==> config.mk <==
export PLATFORM = sky130hd
export DESIGN_NAME = alarm_seq_ctrl
export DESIGN_NICKNAME = d
export VERILOG_FILES = /design/src/rtl/alarm_pkg.sv /design/src/rtl/sec_timer.sv /design/src/rtl/alarm_seq_ctrl.sv
export SDC_FILE = /design/constraint.sdc
export NUM_CORES = 1
export LEC_CHECK = 0
export CORE_MARGIN = 8
export CORE_UTILIZATION = 45
export CTS_BUF_LIST = sky130_fd_sc_hd__clkbuf_8
export CTS_CLUSTER_SIZE = 14
export DETAILED_ROUTE_END_ITERATION = 10
export PLACE_DENSITY = 0.72
export SLEW_MARGIN = 20
export SYNTH_ARGS = -nofsm -noshare
export SYNTH_HDL_FRONTEND = slang
export SYNTH_SLANG_ARGS = --single-unit
==> constraint.sdc <==
create_clock -name clk -period 3 [get_ports clk]
set_clock_uncertainty 0.1 [all_clocks]
set_input_delay 0.6 -clock clk [delete_from_list [all_inputs] [get_ports clk]]
set_output_delay 0.6 -clock clk [all_outputs]
set_load 0.02 [all_outputs]
Fig. 1: run 1, cell outlines without signal wires
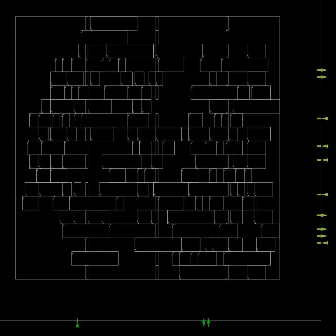
post-route insts no fill: 177
fillcell total: 237
Well Taps: 31
Rows: 19

Fig. 2: run 1, routed metal, one colour a layer
Scale bar: 20 microns. Only two layers are drawn.
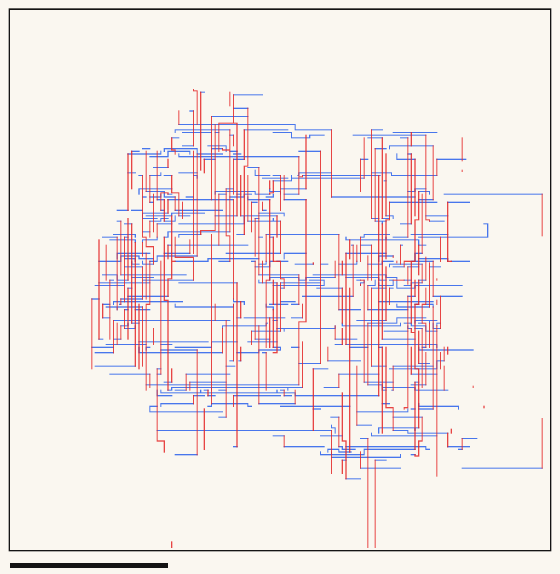
colour	layer	wire length
blue	met1	1,220 microns
red	met2	1,350 microns
vias: 1,050
wire per inst: 15.5 microns
DRT Wirelength: 2740 microns

Fig. 3: run 1, clock wires, drivers and flops
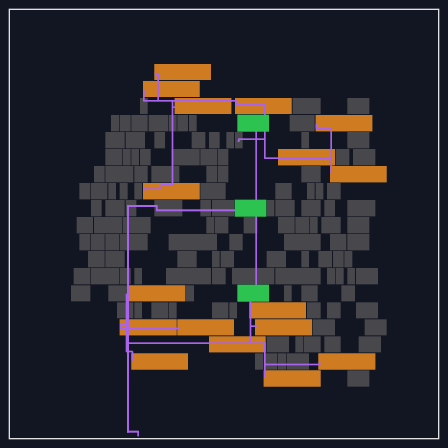
[purple] clock wires | length: 244 microns
[green] cells driving clock nets | count: 3
[orange] flip-flops | count: 17
routed clock nets	4
Clock Power Share: 0.213
Latency at later pin: 250 ps
Clock group: 163 uW

==> Slide: Implementation Results, run 1 <==
Key Metrics from the Run

Outcome
  • Status: completed

Synth
  • Netlist cell types: 47
  • Synth async-reset ratio: 1.00
  • Chip area estimate from yosys synthesis: 1230 sq um
  • Post-synth top flop: dfrtp_1
  • Area leader share: 0.344
  • Synth Net Count: 145
  • Yosys top cell by area: dfrtp_1
  • Cells after Synth: 130
  • Post-Syn Area: 1230 sq um
  • Synth warn: 0
  • Mean Syn Cell Area: 9.50 sq um
  • Count of library flops with an enable pin: 0
  • Register area share after synthesis: 0.344
  • Flops out of synthesis: 17

Global routing
  • Largest net degree at the start of global routing: 18
  • Initial antenna violation count: 0
  • M2 GR Usage: 0.232
  • Most used routing layer: met2
  • Vias in the first global route: 1,083
  • Total Routing Usage GR: 0.136
  • M1 GR Usage: 0.159

Worst setup path
  • Crit Path Category: flip-flop to flip-flop
  • Worst setup EP type: flip-flop
  • Slowest Stage Delay on Critical Path: 440 ps
  • Crit path DAT: 2550 ps
  • Crit path buf inv count: 1
  • Max FO, Critical Path: 12
  • Crit path DRT: 3010 ps

STA
  • Setup TNS: 0 ps
  • Setup violators final: 0
  • Fin worst setup slack: 459 ps
  • Final Hold Fails: 0
  • Slew headroom: 0.485
  • Slew @ Worst Pin: 770 ps
  • Fmax: 394 MHz

Layout
  • Syn-to-layout area delta: 16.2%
  • Fraction of layout cells with a size suffix above 1: 0.103
  • Dominant logic cell types in the final layout: dfrtp_1 (17), nand2_1 (15), clkdlybuf4s50_1 (12)

Clock tree
  • Clock Path Buffers: 2
  • CTS Root Cell: clkbuf_8
  • Clk slew on worst S/H paths: 70 ps
  • Clock Sink Count: 17

Route
  • Post-Route M1 WL: 1220 microns
  • Routed Antenna Nets: 0

Power and ir drop
  • Switching Share: 0.364
  • Sequential share of power: 0.434
  • Switching pwr: 280 uW
  • Int Pwr: 488 uW
  • Combinational share of power: 0.354
  • Top pwr grp: sequential cells
  • Power Sequential: 333 uW
  • Comb. pwr: 272 uW
  • Maximum vdd drop: 0.330 mV

Floorplanning
  • FP Util: 0.460
  • Die W: 68.4 microns
  • Die ar.: 4680 sq um
  • Core footprint: 2690 sq um
  • Die height: 68.4 microns

Hold path
  • Hold path depth: 2

Job
  • OpenROAD warnings: 26
-- run 1: worst register-to-register path: stages (launching register included) --
cell and delay [ps]:
dfrtp_1 440, nand3b_4 220, inv_2 190, ha_1 310, nor2b_1 160, o2111ai_1 220
a31oi_1 180, o2111a_1 260, o31ai_1 220, nand3_1 100
-- run 1: cell type report --
type | count | area, sq um
Fill cell | 237 | 1250
Multi-Input combinational cell | 104 | 764
Sequential cell | 17 | 425
Timing Repair Buffer | 14 | 135
Clock buffer | 3 | 41.3
Tap cell | 31 | 38.8
Inverter | 7 | 26.3
Clock inverter | 1 | 3.75
-- run 1: per-stage QoR --
stage / power (uW) / instance area, sq um / instances
final: 768 / 1440 / 177
after floorplan: 529 / 1230 / 130
after CTS: 774 / 1440 / 177
after global placement: 602 / 1390 / 173
after detailed placement: 609 / 1390 / 173
after global routing: 827 / 1440 / 177
-- run 1: synthesized netlist by cell type (all sizes together), types with 2 or more instances --
library cell / count
o21ai: 10
nand2b: 2
nand3: 4
nand4: 3
a21oi: 4
nor3b: 2
nand2: 15
a31oi: 4
xnor2: 2
nor2b: 4
and4: 2
inv: 7
dfrtp: 17
nor4: 2
nor3: 2
buf: 2
o22ai: 2
ha: 8
nand3b: 2
xor2: 4
a21o: 3
o211ai: 4
nor2: 9
o31ai: 2
-- run 1: logic make-up (layout without fill, tap and decap cells) --
| group | after synthesis | in the layout | share of synthesized area |
|---|---|---|---|
| compound gates | 39 | 39 | 0.224 |
| xor+xnor | 6 | 6 | 0.0426 |
| fa+ha+maj | 9 | 9 | 0.0973 |
| buf+inv | 9 | 25 | 0.0365 |
| flops | 17 | 17 | 0.344 |
| mux | 1 | 1 | 0.00912 |
| simple gates | 49 | 49 | 0.246 |
Fig. 4: run 1, floorplan with the power grid
Scale bar: 20 microns. Pins as bars on the die edge. Tap cells in grey.
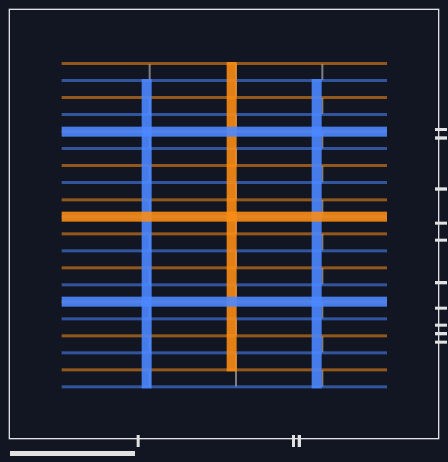

==> run 1 -> run 2 <==
==> constraint.sdc (replaced) <==
create_clock -name clk -period 2.4 [get_ports clk]
set_clock_uncertainty 0.1 [all_clocks]
set_input_delay 0.48 -clock clk [delete_from_list [all_inputs] [get_ports clk]]
set_output_delay 0.48 -clock clk [all_outputs]
set_load 0.02 [all_outputs]
Fig. 5: run 2, floorplan with the power grid
Scale bar: 20 microns. Pins as bars on the die edge. Tap cells in grey.
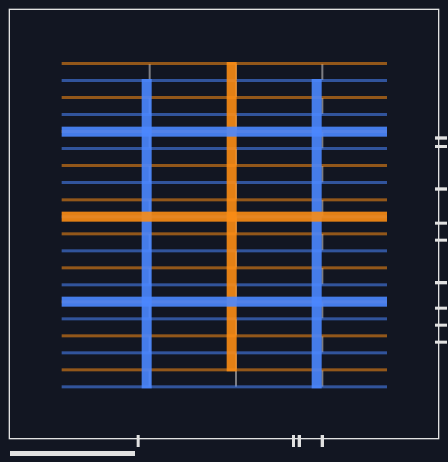
colour	net
orange	VDD
blue	VSS
met5 straps	3
met1 rails	20
core footprint: 2690 sq um
die height: 68.4 microns
Die W: 68.4 microns
maximum vdd drop: 0.552 mV

Fig. 6: run 2, routed metal, one colour a layer
Scale bar: 20 microns. Only two layers are drawn.
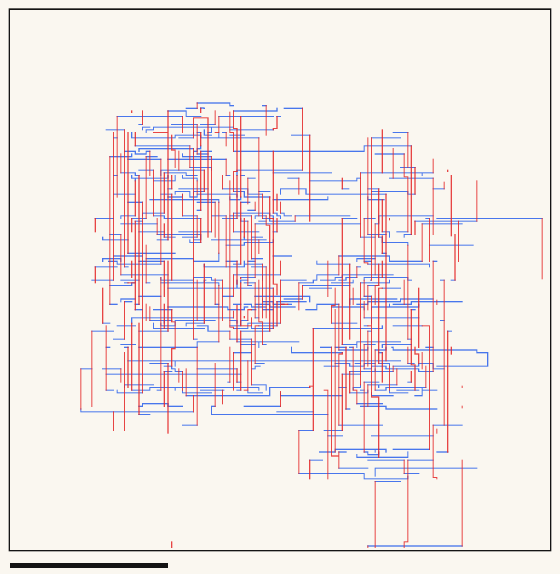
colour	layer	wire length
red	met2	1,380 microns
blue	met1	1,330 microns
vias: 1,072
DRT Wirelength: 2920 microns

==> run 2 against run 1 <==
Net effect:
- power increased by 31%
- sequential share of layout area fell by 1.6 points
- worst hold slack is essentially flat
==> Slide: Implementation Results, run 2 <==
Key Metrics from the Run

STA
  • Cycle use final: 0.946
  • Setup violators final: 0 (unchanged)
  • Slew headroom: 0.669 (+0.184)
  • Fin worst setup slack: 131 ps (-328 ps)
  • Final Hold Fails: 0 (unchanged)
  • Minimum clock period: 2270 ps
  • Fin. max-slew vios: 0
  • Fmax: 441 MHz (+12%)
  • Slew @ Worst Pin: 494 ps (-275 ps)
  • WHS: 454 ps

Worst setup path
  • Max FO, Critical Path: 6 (-6)
  • R2r worst-path depth: 9
  • CP startpoint kind: flip-flop
  • Worst setup EP type: flip-flop
  • Crit path DRT: 2420 ps (-590 ps)
  • Crit Path Category: flip-flop to flip-flop
  • Crit path DAT: 2290 ps (-260 ps)
  • Reg2reg setup slack: 130 ps

Synth
  • Cells after Synth: 130 (unchanged)
  • Yosys top cell by area: dfrtp_1
  • Register area share after synthesis: 0.344 (unchanged)
  • And-or/or-and share of the synthesized area: 0.224 (unchanged)
  • Main logic family after synthesis: simple AND/OR/NAND/NOR gates
  • Flops out of synthesis: 17 (unchanged)
  • Synth warn: 0 (unchanged)
  • Ys cells: 130
  • Synth Net Count: 145 (unchanged)
  • Netlist cell types: 47 (unchanged)
  • Mux share: 0.00912 (unchanged)
  • Synth async-reset ratio: 1.00 (unchanged)
  • Top cells by count: dfrtp_1 (17), nand2_1 (15), nor2_1 (9), ha_1 (8), o21ai_0 (8)
  • Post-Syn Area: 1230 sq um (unchanged)
  • Mean Syn Cell Area: 9.50 sq um (unchanged)
  • Post-synth top flop: dfrtp_1
  • Most numerous cell in the Yosys netlist: dfrtp_1
  • Area leader share: 0.344 (unchanged)
  • Count of library flops with an enable pin: 0 (unchanged)
  • Post-synth area hogs: dfrtp_1 (34%), ha_1 (8.1%), nand2_1 (4.6%)
  • Adder-cell share of the synthesized area: 0.0973 (unchanged)
  • Chip area estimate from yosys synthesis: 1230 sq um (unchanged)
  • Post-synthesis simple-gate area fraction: 0.246 (unchanged)
  • Xor and xnor area share after synthesis: 0.0426 (unchanged)

Global routing
  • Total Routing Usage GR: 0.138 (+0.00234)
  • Vias in the first global route: 1,060 (-2.1%)
  • First-pass GRT wire length: 4890 microns
  • Initial antenna violation count: 0 (unchanged)
  • Gr ovfl total: 0
  • Largest net degree at the start of global routing: 12 (-6)

Floorplanning
  • I/O pin cnt: 13
  • FP Util: 0.460 (unchanged)
  • Rows: 19 (unchanged)
  • Die ar.: 4680 sq um (unchanged)

Place
  • Area after DPL: 1440 sq um (+3.9%)
  • HPWL after DPL: 2220 microns
  • RePlAce Congestion: 0.849
  • IO Port Bufs: 12
  • Setup WS pre-CTS: 53.0 ps
  • Dpl cells: 180 (+4.0%)

Route
  • DRC Markers: 0
  • Routed Antenna Nets: 0 (unchanged)
  • Vias per cell: 5.79
  • 1st-iter DRT viols: 58
  • Wire per inst: 15.8 microns (+2.1%)
  • DRT Pass-1 Iters: 4

Layout
  • Fillcell total: 244 (+3.0%)
  • Nets@finish: 170
  • Dominant logic cell types in the final layout: dfrtp_1 (16), nand2_1 (15), clkdlybuf4s50_1 (12)
  • Top cell excl fill/tap: dfrtp_1
  • Number of flip-flops in the largest register: 9
  • Final non-filler cell area: 1520 sq um (+5.8%)
  • Syn-to-layout area delta: 23.0%
  • Logic area: 783 sq um (+2.5%)
  • Post-route insts no fill: 185 (+4.5%)
  • ANT cells: 0
  • FF+latch area: 427 sq um (+0.29%)
  • Fraction of layout cells with a size suffix above 1: 0.188 (+0.0856)

Power and ir drop
  • Power per cell area: 661 nW/um^2
  • Clock Power Share: 0.217 (+0.004)
  • Int Pwr: 635 uW (+30%)
  • Pleak: 0.000719 uW
  • Sequential share of power: 0.396 (-0.038)
  • Combinational share of power: 0.387 (+0.033)
  • Switching Share: 0.368 (+0.00347)
  • Switching pwr: 369 uW (+32%)

Clock tree
  • Latency at later pin: 250 ps (about the same)
  • Clock Sink Count: 17 (unchanged)
  • H-tree depth: 1
  • Clock Path Buffers: 2 (unchanged)
  • CTS tree: done
  • Cts bufs inserted: 3
  • CTS Root Cell: clkbuf_8
  • # hold bufs at CTS: 0
  • Clk slew on worst S/H paths: 70 ps (about the same)

Job
  • OpenROAD warnings: 26 (unchanged)
  • Max-Cap Viols: 0

Outcome
  • Status: completed

Hold path
  • Min-delay worst type: input pin to async pin
[run 2: cell types whose count changed in the layout (fill, tap and decap cells not counted), sizes merged]
cell    change
buf         +8
clkinv      +1
inv         -1
[run 2: kinds of logic (layout without fill, tap and decap cells)]
logic type / count (synthesis) / after routing
AND/OR/NAND/NOR: 49 / 49
AND-OR/OR-AND: 39 / 39
buffers and inverters: 9 / 33
adder cells (fa/ha/maj): 9 / 9
flip-flops: 17 / 17
multiplexers: 1 / 1
XOR/XNOR: 6 / 6
[run 2: area by class of cell]
class	instances	share of cell area
clock buffers	3	0.0272
clock inverters	1	0.00329
inverters	7	0.0189
multi-input cells	104	0.516
flip-flops and latches	17	0.281
well taps	31	0.0255
repair buffers	22	0.129
[run 2: worst max-delay path, stage by stage (launching register included)]
cell and delay [ps]:
dfrtp_2 410, nand3b_4 190, inv_4 90, ha_1 240, nor2b_2 170, o2111ai_2 230, a31oi_2 140, o2111a_1 260
o31ai_1 220, nand3_1 100
[run 2: power by group through the flow]
stage | logic, uW | registers, uW | clock network (uW)
2_1_floorplan | 247 | 414 | 0
3_3_place_gp | 372 | 400 | 0
3_5_place_dp | 382 | 403 | 0
4_1_cts | 384 | 398 | 224
5_1_grt | 434 | 405 | 236
6_report | 389 | 397 | 218
[run 2: what timing repair did]
item | CTS | global route
setup buffers | 0 | 1
gates resized | 0 | 5
setup endpoints to repair | 0 | 3
[run 2: routing by layer]
metal	vias to the layer above	wire (microns)	global-route usage
li1	529	-	-
met3	4	146	0.0213
met4	0	68	0.0818
met5	-	0	0
met2	26	1380	0.233
met1	513	1330	0.160
[run 2: per-stage QoR]
step                      setup TNS [ps]  utilization  power (uW)
after detailed placement               0        0.537         785
after floorplan                        0            -         662
after CTS                              0        0.555        1010
after global routing               -2.20        0.565        1080
final                                  0        0.565        1000
after global placement                 0        0.537         773
No activity file was given, so power comes from the tool's default toggle rates.
